### Gate-type map

Scale bar: 20 µm.
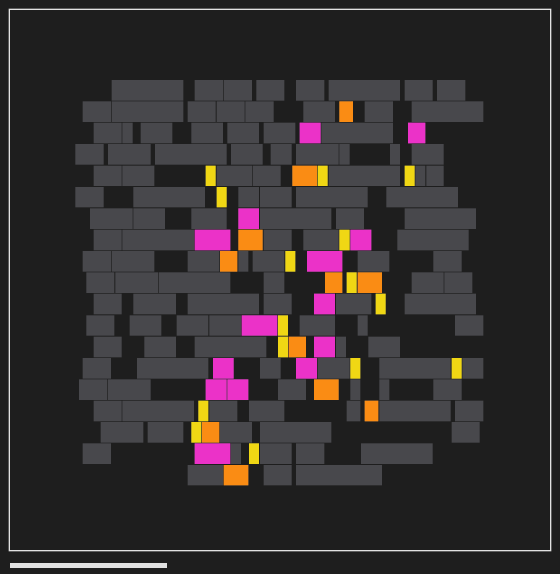
### Routed clock nets over the placement

Scale bar: 20 µm.
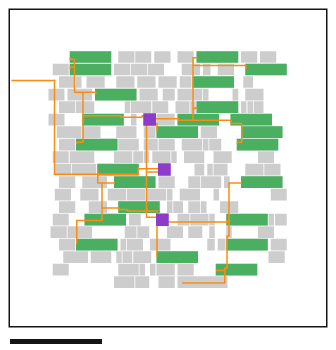
### Cell classes on the final placement

Scale bar: 20 µm.
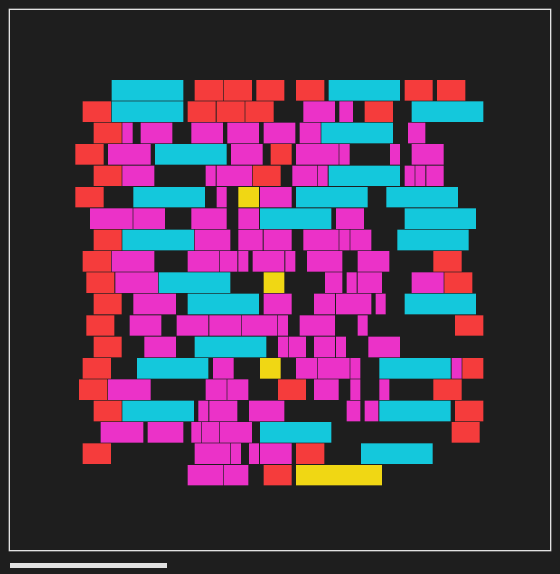
<file path="config.mk">
export PLATFORM = sky130hd
export DESIGN_NAME = logic_unit_arbiter
export DESIGN_NICKNAME = d
export VERILOG_FILES = /design/src/rtl/logic_unit_arbiter.sv
export SDC_FILE = /design/constraint.sdc
export NUM_CORES = 1
export LEC_CHECK = 0
export CORE_MARGIN = 8
export CORE_UTILIZATION = 52
export CTS_CLUSTER_SIZE = 8
export DETAILED_ROUTE_END_ITERATION = 10
export PLACE_DENSITY = 0.84
export SYNTH_ARGS = -nofsm -noshare
export SYNTH_HDL_FRONTEND = slang
export SYNTH_HIERARCHICAL = 1
export SYNTH_SLANG_ARGS = --single-unit
</file>
<file path="constraint.sdc">
create_clock -name clk -period 3.5 [get_ports clk]
set_clock_uncertainty 0.2 [all_clocks]
set_input_delay 1.05 -clock clk [delete_from_list [all_inputs] [get_ports clk]]
set_output_delay 1.05 -clock clk [all_outputs]
set_load 0.03 [all_outputs]
</file>
<file path="src/rtl/logic_unit_arbiter.sv">
// Two-requester arbiter in front of a registered bitwise logic unit (IDLE->GRANT->DONE).
// Define RR_ARB_EN for round-robin tie breaking; otherwise requester 0 has fixed priority.
module logic_unit_arbiter_bit (
  input  logic [2:0] op,
  input  logic       a,
  input  logic       b,
  output logic       y
);
  always_comb begin
    case (op)
      3'b000:  y = a & b;
      3'b001:  y = a | b;
      3'b010:  y = ~a;
      3'b011:  y = ~(a & b);
      3'b100:  y = ~(a | b);
      3'b101:  y = a ^ b;
      3'b110:  y = ~(a ^ b);
      default: y = 1'b0;
    endcase
  end
endmodule

module logic_unit_arbiter #(
  parameter int WIDTH = 4
) (
  input  logic             clk,
  input  logic             rst,
  input  logic             req0,
  input  logic [2:0]       op0,
  input  logic [WIDTH-1:0] a0,
  input  logic [WIDTH-1:0] b0,
  input  logic             req1,
  input  logic [2:0]       op1,
  input  logic [WIDTH-1:0] a1,
  input  logic [WIDTH-1:0] b1,
  output logic             gnt0,
  output logic             gnt1,
  output logic             done0,
  output logic             done1,
  output logic [WIDTH-1:0] result,
  output logic             err,
  output logic             busy
);
  typedef enum logic [1:0] {IDLE, GRANT, DONE} state_t;

  state_t           state, state_nxt;
  logic             sel;
  logic             win;
  logic [2:0]       op_q;
  logic [WIDTH-1:0] a_q, b_q, f_res;
  logic             gnt0_nxt, gnt1_nxt, done0_nxt, done1_nxt, err_nxt, busy_nxt;
  logic [WIDTH-1:0] result_nxt;

`ifdef RR_ARB_EN
  // ptr names the requester that wins the next tie
  logic ptr;
  always_comb win = (req0 && req1) ? ptr : ~req0;
  always_ff @(posedge clk or posedge rst)
    if (rst)                                 ptr <= 1'b0;
    else if (state == IDLE && (req0 || req1)) ptr <= ~win;
`else
  always_comb win = ~req0;
`endif

  genvar i;
  generate
    for (i = 0; i < WIDTH; i++) begin : g_bit
      logic_unit_arbiter_bit u_bit (.op(op_q), .a(a_q[i]), .b(b_q[i]), .y(f_res[i]));
    end
  endgenerate

  always_ff @(posedge clk or posedge rst)
    if (rst) state <= IDLE;
    else     state <= state_nxt;

  always_comb begin
    state_nxt = state;
    case (state)
      IDLE:    if (req0 || req1) state_nxt = GRANT;
      GRANT:   state_nxt = DONE;
      default: state_nxt = IDLE;
    endcase
  end

  always_comb begin
    gnt0_nxt   = 1'b0;
    gnt1_nxt   = 1'b0;
    done0_nxt  = 1'b0;
    done1_nxt  = 1'b0;
    result_nxt = result;
    err_nxt    = err;
    busy_nxt   = (state_nxt != IDLE);
    case (state)
      IDLE: if (req0 || req1) begin
        gnt0_nxt = ~win;
        gnt1_nxt = win;
      end
      GRANT: begin
        result_nxt = f_res;
        err_nxt    = &op_q;
        done0_nxt  = ~sel;
        done1_nxt  = sel;
      end
      default: ;
    endcase
  end

  always_ff @(posedge clk or posedge rst)
    if (rst) begin
      gnt0 <= 1'b0; gnt1 <= 1'b0; done0 <= 1'b0; done1 <= 1'b0;
      result <= '0; err <= 1'b0; busy <= 1'b0;
    end else begin
      gnt0 <= gnt0_nxt; gnt1 <= gnt1_nxt; done0 <= done0_nxt; done1 <= done1_nxt;
      result <= result_nxt; err <= err_nxt; busy <= busy_nxt;
    end

  // operands are captured at grant so requesters may move on immediately
  always_ff @(posedge clk or posedge rst)
    if (rst) begin
      sel <= 1'b0; op_q <= '0; a_q <= '0; b_q <= '0;
    end else if (state == IDLE && (req0 || req1)) begin
      sel  <= win;
      op_q <= win ? op1 : op0;
      a_q  <= win ? a1 : a0;
      b_q  <= win ? b1 : b0;
    end
endmodule

</file>
==> notes.md <==
Notes on the physical implementation.

- The flow ran to the end, and the final reports show no timing, DRC or antenna violations.
- The number of violations of the max-capacitance limit is 0, for reference.
- For this run, the leading register cell type out of synthesis is sky130_fd_sc_hd__dfrtp_1.
- The max-slew violation count is 0, for reference.
- STA reports a reg2reg setup slack of 1670 ps.
- The number of nets in the finished design is 194, for reference.
- The highest attainable clock frequency is 383.1 MHz, for reference.
- The cell depth of the worst flop-to-flop path is 4, for reference.
- The cell area power density is 860.4 nW/µm², for reference.
- In the floorplan report the effective utilization is 0.5375.
- The chip occupies 4719 µm².
- The total detailed-routing wirelength is 2851 µm, for reference.
- By area the synthesized netlist is led by sky130_fd_sc_hd__dfrtp_1 (42%), sky130_fd_sc_hd__mux2_2 (13%), sky130_fd_sc_hd__mux2_4 (8.3%).
- The met3 global-route usage is 0.03069, for reference.
- The post-CTS setup buffer count is 0, for reference.
- The switching power summed over all nets is 623.0 µW, for reference.
- The post-route worst setup slack is 890.0 ps, for reference.
- Summing over the stages, the warning tally comes to 30.
- The diode insertion count for antenna repair is 0, for reference.
- The detailed router placed 1025 vias in this run.
- Looking at hold timing, the worst path starts from sel.
- The count of warnings emitted by yosys is 6, for reference.
- The summed standard-cell area reported by yosys is 1444 µm², for reference.
- The final number of setup-violating endpoints is 0, for reference.
- Synthesis instantiated 23 different standard cells from the library.
- Walking the worst path, the cells encountered are clkdlybuf4s50_1.
- The first-iteration detailed-routing DRC count is 18, for reference.
- The placer's final routability congestion estimate is 0.7703, for reference.
- The count of clock tree sinks is 24, for reference.
- The portion of the post-synthesis area used by sequential elements is 0.4159, for reference.
- In the global route stage, met2 resource usage came out at 0.2358.
- The combinational share of power is 0.526, for reference.
- Yosys reports that the most numerous cell types are sky130_fd_sc_hd__dfrtp_1 (24), sky130_fd_sc_hd__mux2_2 (17), sky130_fd_sc_hd__inv_1 (15).
- The mapped cell area is 1444 µm², for reference.
- The wire length of the first global-routing pass is 4767 µm, for reference.
- The startpoint kind of the worst setup timing path is a flip-flop, for reference.
- Logged for this run, the post-placement worst setup slack is 610.5 ps.
- The share of flip-flops with an asynchronous set or reset after synthesis is 1.000, for reference.
- For the worst setup path, the data arrival time is 1360 ps.
- The via density per instance is 5.395, for reference.
- The required time of the worst setup path is 2250 ps, for reference.
Notes on 'Gate-type map' above:
- aoi and oai cells: orange (cells 11)
- and/or cells: magenta (cells 14; most used or2b_1)
- inv cells: yellow (cells 15; most used inv_1)
Top cell excl fill/tap: sky130_fd_sc_hd__clkdlybuf4s50_1
combinational share of cell area: 0.4055
Layout Cells excl Fill: 190

Notes on 'Routed clock nets over the placement' above:
- clock wires: orange (length 281 µm)
- flip-flops: green (count 24)
- clock-net drivers: purple (count 3)
- routed clock nets: 4
power in the clock group: 198 µW
proportion of power drawn by the clock network: 0.123

Notes on 'Cell classes on the final placement' above:
- remaining logic cells: magenta (cells 94)
- clock drivers and dummy loads: yellow (cells 4)
- remaining buffers and delay cells: red (cells 37)
- registers: cyan (cells 24)
placeable core region: 2686 µm²
flop share of the area: 0.3206

-- final cells by class --
class                           instances  area [µm²]
Multi-Input combinational cell         79       759.5
Timing Repair Buffer                   37       365.4
Sequential cell                        24       600.6
Clock buffer                            3       22.52
Tap cell                               31       38.79
Fill cell                             217       813.3
Clock inverter                          1       30.03
Inverter                               15       56.30
-- kinds of logic after synthesis --
kind of cell / after synthesis / synth area share
mux: 30 / 0.2513
simple gates: 26 / 0.1196
flops: 24 / 0.4159
buf+inv: 18 / 0.05805
compound gates: 15 / 0.08578
fa+ha+maj: 8 / 0.06933
-- through the flow --
step,utilization,cell area (µm²)
finish,0.6973,1873
global route,0.6973,1873
CTS,0.6973,1873
detailed placement,0.6777,1821
global placement,0.6777,1821
floorplan,-,1444
Power figures rest on the tool's default switching activity, not on a simulated workload.
